$ cat src/rtl/ifetch_pkg.sv
// Shared CPU definitions: instruction opcode fields and the fetch-fault substitute.
package ifetch_pkg;

  // Low two bits of an instruction halfword select the compressed quadrant.
  typedef enum logic [1:0] {
    OpcC0   = 2'b00,
    OpcC1   = 2'b01,
    OpcC2   = 2'b10,
    OpcFull = 2'b11
  } opc_quadrant_e;

  // Major opcodes used by the decoder (bits [6:2] of a 32-bit instruction).
  localparam logic [4:0] OpLoad   = 5'b00000;
  localparam logic [4:0] OpOpImm  = 5'b00100;
  localparam logic [4:0] OpStore  = 5'b01000;
  localparam logic [4:0] OpOp     = 5'b01100;
  localparam logic [4:0] OpBranch = 5'b11000;
  localparam logic [4:0] OpJal    = 5'b11011;
  localparam logic [4:0] OpSystem = 5'b11100;

  // All-zero halfword is the defined illegal instruction; the decoder traps on it,
  // so a faulted fetch is turned into this value rather than carrying a side flag.
  localparam logic [15:0] FaultIns = 16'h0000;

  function automatic opc_quadrant_e ins_quadrant(input logic [15:0] ins);
    return opc_quadrant_e'(ins[1:0]);
  endfunction

  function automatic logic is_compressed(input logic [15:0] ins);
    return ins[1:0] != 2'b11;
  endfunction

endpackage

$ cat src/rtl/ifetch_fifo.sv
// Instruction queue: DEPTH-entry circular buffer with flush, simultaneous push/pop.
module ifetch_fifo #(
  parameter int unsigned DEPTH = 4,
  parameter int unsigned WIDTH = 48
) (
  input  logic                     clk_i,
  input  logic                     rst_i,
  input  logic                     flush_i,
  input  logic                     push_i,
  input  logic [WIDTH-1:0]         wdata_i,
  input  logic                     pop_i,
  output logic [WIDTH-1:0]         rdata_o,
  output logic                     empty_o,
  output logic [$clog2(DEPTH):0]   count_o
);

  localparam int unsigned PtrW = $clog2(DEPTH);
  localparam int unsigned CntW = PtrW + 1;
  localparam logic [CntW-1:0] Full = CntW'(DEPTH);

  logic [WIDTH-1:0] mem_q [DEPTH];
  logic [PtrW-1:0]  wptr_q, wptr_d;
  logic [PtrW-1:0]  rptr_q, rptr_d;
  logic [CntW-1:0]  cnt_q, cnt_d;
  logic             do_push, do_pop;

  // Guard against popping empty or pushing full so the queue can never corrupt itself.
  always_comb begin
    do_pop  = pop_i & (cnt_q != '0);
    do_push = push_i & ((cnt_q != Full) | do_pop);
    wptr_d  = wptr_q;
    rptr_d  = rptr_q;
    cnt_d   = cnt_q;
    if (flush_i) begin
      wptr_d = '0;
      rptr_d = '0;
      cnt_d  = '0;
    end else begin
      if (do_push) begin
        wptr_d = wptr_q + PtrW'(1);
      end
      if (do_pop) begin
        rptr_d = rptr_q + PtrW'(1);
      end
      cnt_d = cnt_q + CntW'(do_push) - CntW'(do_pop);
    end
  end

  // Pointer and occupancy registers; pointers wrap naturally since DEPTH is a power of two.
  always_ff @(posedge clk_i or posedge rst_i) begin
    if (rst_i) begin
      wptr_q <= '0;
      rptr_q <= '0;
      cnt_q  <= '0;
    end else begin
      wptr_q <= wptr_d;
      rptr_q <= rptr_d;
      cnt_q  <= cnt_d;
    end
  end

  // Entry storage; contents are don't-care until written, so no reset.
  always_ff @(posedge clk_i) begin
    if (do_push && !flush_i) begin
      mem_q[wptr_q] <= wdata_i;
    end
  end

  assign empty_o = (cnt_q == '0);
  assign count_o = cnt_q;
  assign rdata_o = empty_o ? '0 : mem_q[rptr_q];

endmodule

$ cat src/rtl/ifetch.sv
// Instruction fetch: one outstanding halfword request, queue to decode, redirect/discard.
module ifetch
  import ifetch_pkg::*;
#(
  parameter int unsigned   RV       = 32,
  parameter int unsigned   DEPTH    = 4,
  parameter logic [RV-1:0] RESET_PC = '0
) (
  input  logic          clk,
  input  logic          reset,
  output logic          mem_req,
  output logic [RV-2:0] mem_addr,
  input  logic          mem_ack,
  input  logic [15:0]   mem_rdata,
  input  logic          mem_fault,
  input  logic          accept,
  input  logic          redirect,
  input  logic [RV-1:0] redirect_pc,
  output logic [15:0]   ins,
  output logic [RV-1:0] ins_pc,
  output logic          idone
);

  localparam int unsigned   CntW    = $clog2(DEPTH) + 1;
  localparam int unsigned   EntryW  = 16 + RV;
  localparam logic [RV-1:0] PcMask  = ~RV'(1);
  localparam logic [RV-1:0] ResetPc = RESET_PC & PcMask;

  logic [RV-1:0]     pc_q, pc_d;
  logic [RV-2:0]     addr_q, addr_d;
  logic              req_q, req_d;
  logic              discard_q, discard_d;

  logic              ack;
  logic              push;
  logic              empty;
  logic [CntW-1:0]   count;
  logic [CntW-1:0]   count_next;
  logic [EntryW-1:0] push_data;
  logic [EntryW-1:0] head;

  // An ack only counts against a request we actually have outstanding; stray acks
  // (e.g. for a request abandoned by reset) are ignored.
  assign ack  = req_q & mem_ack;
  assign push = ack & ~discard_q & ~redirect;

  assign push_data = {(mem_fault ? FaultIns : mem_rdata), pc_q};

  assign idone = ~empty & accept & ~redirect;

  // Queue occupancy as it will be after this cycle's flush/push/pop.
  always_comb begin
    count_next = count;
    if (redirect) begin
      count_next = '0;
    end else begin
      count_next = count + CntW'(push) - CntW'(idone);
    end
  end

  // Fetch PC, discard tracking and request issue.
  always_comb begin
    pc_d      = pc_q;
    addr_d    = addr_q;
    req_d     = req_q;
    discard_d = discard_q;

    if (push) begin
      pc_d = pc_q + RV'(2);
    end
    if (redirect) begin
      pc_d = redirect_pc & PcMask;
    end

    // Any taken ack retires the outstanding request, discarded or not.
    if (ack) begin
      discard_d = 1'b0;
    end
    // Request still in flight across a redirect: its data belongs to the old stream.
    if (redirect && req_q && !mem_ack) begin
      discard_d = 1'b1;
    end

    // A new request may only start once the bus is free. Issuing against the
    // post-cycle count keeps room for the single entry the request will return.
    if (!req_q || ack) begin
      req_d  = (count_next < CntW'(DEPTH));
      addr_d = pc_d[RV-1:1];
    end
  end

  // Fetch state registers.
  always_ff @(posedge clk or posedge reset) begin
    if (reset) begin
      pc_q      <= ResetPc;
      addr_q    <= '0;
      req_q     <= 1'b0;
      discard_q <= 1'b0;
    end else begin
      pc_q      <= pc_d;
      addr_q    <= addr_d;
      req_q     <= req_d;
      discard_q <= discard_d;
    end
  end

  assign mem_req  = req_q;
  assign mem_addr = addr_q;

  ifetch_fifo #(
    .DEPTH (DEPTH),
    .WIDTH (EntryW)
  ) u_fifo (
    .clk_i   (clk),
    .rst_i   (reset),
    .flush_i (redirect),
    .push_i  (push),
    .wdata_i (push_data),
    .pop_i   (idone),
    .rdata_o (head),
    .empty_o (empty),
    .count_o (count)
  );

  assign ins    = head[EntryW-1 -: 16];
  assign ins_pc = head[RV-1:0];

endmodule

$ cat config.mk
export PLATFORM = sky130hd
export DESIGN_NAME = ifetch
export DESIGN_NICKNAME = d
export VERILOG_FILES = /design/src/rtl/ifetch_pkg.sv /design/src/rtl/ifetch_fifo.sv /design/src/rtl/ifetch.sv
export SDC_FILE = /design/constraint.sdc
export NUM_CORES = 1
export LEC_CHECK = 0
export ABC_AREA = 1
export CORE_MARGIN = 2
export CORE_UTILIZATION = 50
export CTS_CLUSTER_SIZE = 14
export DETAILED_ROUTE_END_ITERATION = 12
export HOLD_SLACK_MARGIN = 0.03
export PLACE_DENSITY = 0.78
export REMOVE_ABC_BUFFERS = 1
export SLEW_MARGIN = 20
export SYNTH_ARGS = -nofsm -noshare
export SYNTH_HDL_FRONTEND = slang
export SYNTH_SLANG_ARGS = --single-unit
$ cat constraint.sdc
create_clock -name clk -period 4.2 [get_ports clk]
set_input_delay 0.84 -clock clk [delete_from_list [all_inputs] [get_ports clk]]
set_output_delay 0.84 -clock clk [all_outputs]
set_load 0.03 [all_outputs]
==> flow_metrics.py <==
# Physical implementation metrics
metrics = {
    "sta": {
        "max_slew.worst_pin.slew_ps": 759,
        "setup_tns_ps": 0,
        "rsz0062_at_grt": "no",
        "fin_crit_sh_pct": 86.8,
    },
    "layout": {
        "fin_cells": 1551,
        "n_fill_cell": 1759,
        "mi_logic_area_mm2": 0.00345,
        "layout.nonclk_buf_share_pct": 11.1,
        "flops": 259,
        "top_register": "u_fifo.mem_q",
        "final_nets": 1312,
        "clock_area_share_pct": 5.65,
        "area_growth_pct": 21.8,
    },
    "pwr": {
        "internal_power_uw": 5220,
        "clk-power_uw": 2140,
        "p_clk_share_pct": 26.7,
        "peakVddDrop_v": 0.000337,
        "combPwrFrac_pct": 33.8,
        "maxPowerGroup": "registers",
    },
    "route": {
        "via_per_inst": 5.31,
        "antenna_left": 0,
    },
    "setup_path": {
        "slowest_delay_ps": 690,
        "crit_path_end_kind": "output port",
        "r2r_setup_slack_ps": 1510,
    },
    "synthesis": {
        "synthArstFlopShare_pct": 27.4,
        "ys_sh_xor_pct": 0.386,
        "avgSynthCellArea_um2": 10.1,
        "ys_sh_simple_pct": 19.5,
        "synth_cells": 1126,
        "ys_cells": 1126,
        "synth-edff-count": 188,
        "synthTopCellsByArea": "edfxtp_1 (50%), dfrtp_1 (16%), nor2_1 (8.6%)",
        "yosys.area_share.aoi_pct": 8.94,
        "yosys.area.top_type_share_pct": 49.7,
    },
    "floorplanning": {
        "core_area_mm2": 0.0224,
        "initCoreUtil_pct": 50.6,
        "dieWidth_um": 155,
    },
    "worst_hold_path": {
        "hold_path.class": "reg2reg",
        "hold_end": "mem_addr[26]",
    },
    "placement": {
        "dp_hpwl_um": 15700,
        "place_congestion": 0.874,
        "dp.cells": 1506,
        "io_buffers": 132,
    },
    "clocking": {
        "htree_levels": 1,
        "clk_pin_slew_worst_paths_ps": 60,
        "cts_tree": "built",
    },
    "run_status": {
        "status": "finished clean",
    },
    "run": {
        "maxCapViolCount": 0,
    },
    "global_route": {
        "grt_pass1_wl_um": 41000,
    },
}
## stage by stage
stage / cell area, µm² / hold WS [ps] / utilization (%)
after global routing: 13800 / 502 / 61.6
after detailed placement: 13000 / 464 / 58.1
after global placement: 13000 / 470 / 58.1
after floorplan: 11100 / 496 / -
final: 13800 / 479 / 61.6
after CTS: 13800 / 487 / 61.6
## worst max path at each step
stage	endpoint	slack, ps	cells past startpoint
after floorplan	ins[14]	180	3
after detailed placement	u_fifo.count_o[2]	680	11
after global routing	ins[0]	370	5
after CTS	ins[0]	540	5
after global placement	u_fifo.count_o[2]	680	11
final	ins[0]	550	5
## layer usage
metal,vias up,routed length (µm),part of all wire [%]
met5,-,0,0
met4,0,524,2.0
met3,45,1670,6.5
met2,272,12700,49
met1,3896,10800,42
li1,4020,-,-
Fig. 1: met4 routing
Cells faint in the background.
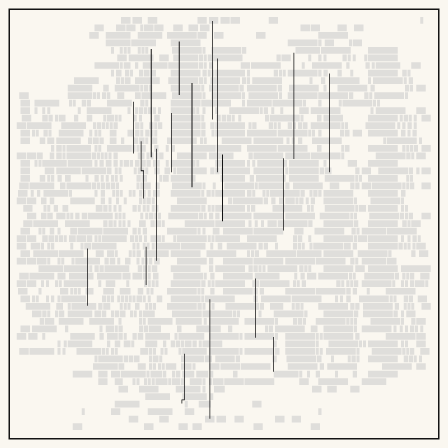
main direction: vertical
share of all routed wire: 2.0%

Fig. 2: a small window of the routed layout
Region (104, 26) to (129, 51) µm. Cells in grey, sequential cells in the stronger grey; small squares are vias.
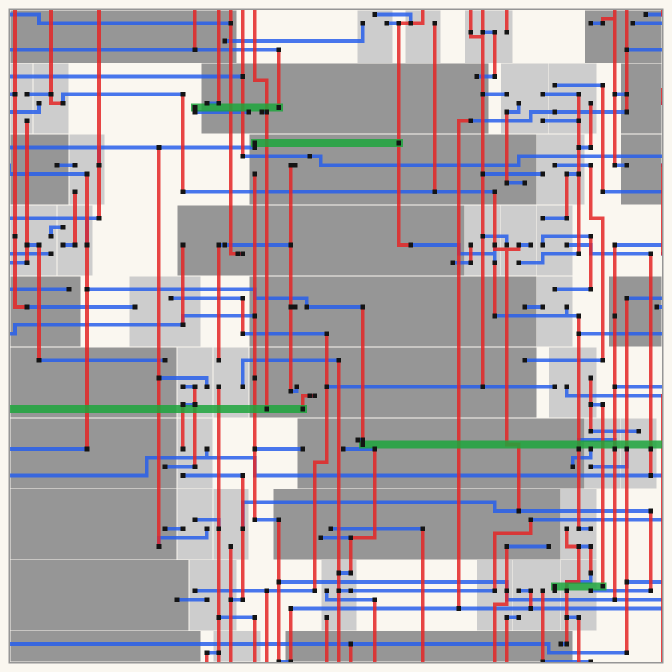
| colour | layer |
|---|---|
| green | met3 |
| blue | met1 |
| red | met2 |
most frequent: nor2_1 (19), edfxtp_1 (12), o21ai_0 (6)
cells with their middle in the window: 41
netlist names of flops here include: u_fifo.mem_q (12)
sequential cells in the window: 12

Fig. 3: signal wires by layer
Only two layers are drawn.
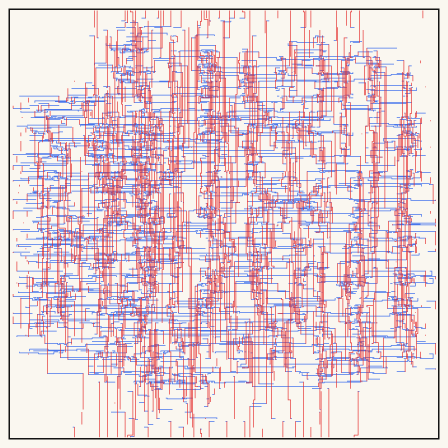
| colour | layer | wire length |
|---|---|---|
| blue | met1 | 10,800 µm |
| red | met2 | 12,700 µm |
post-DR wirelength/cell: 16.5 µm
GR Util All Layers: 21.6%
DR vias: 8,233

Power figures rest on the tool's default switching activity, not on a simulated workload.
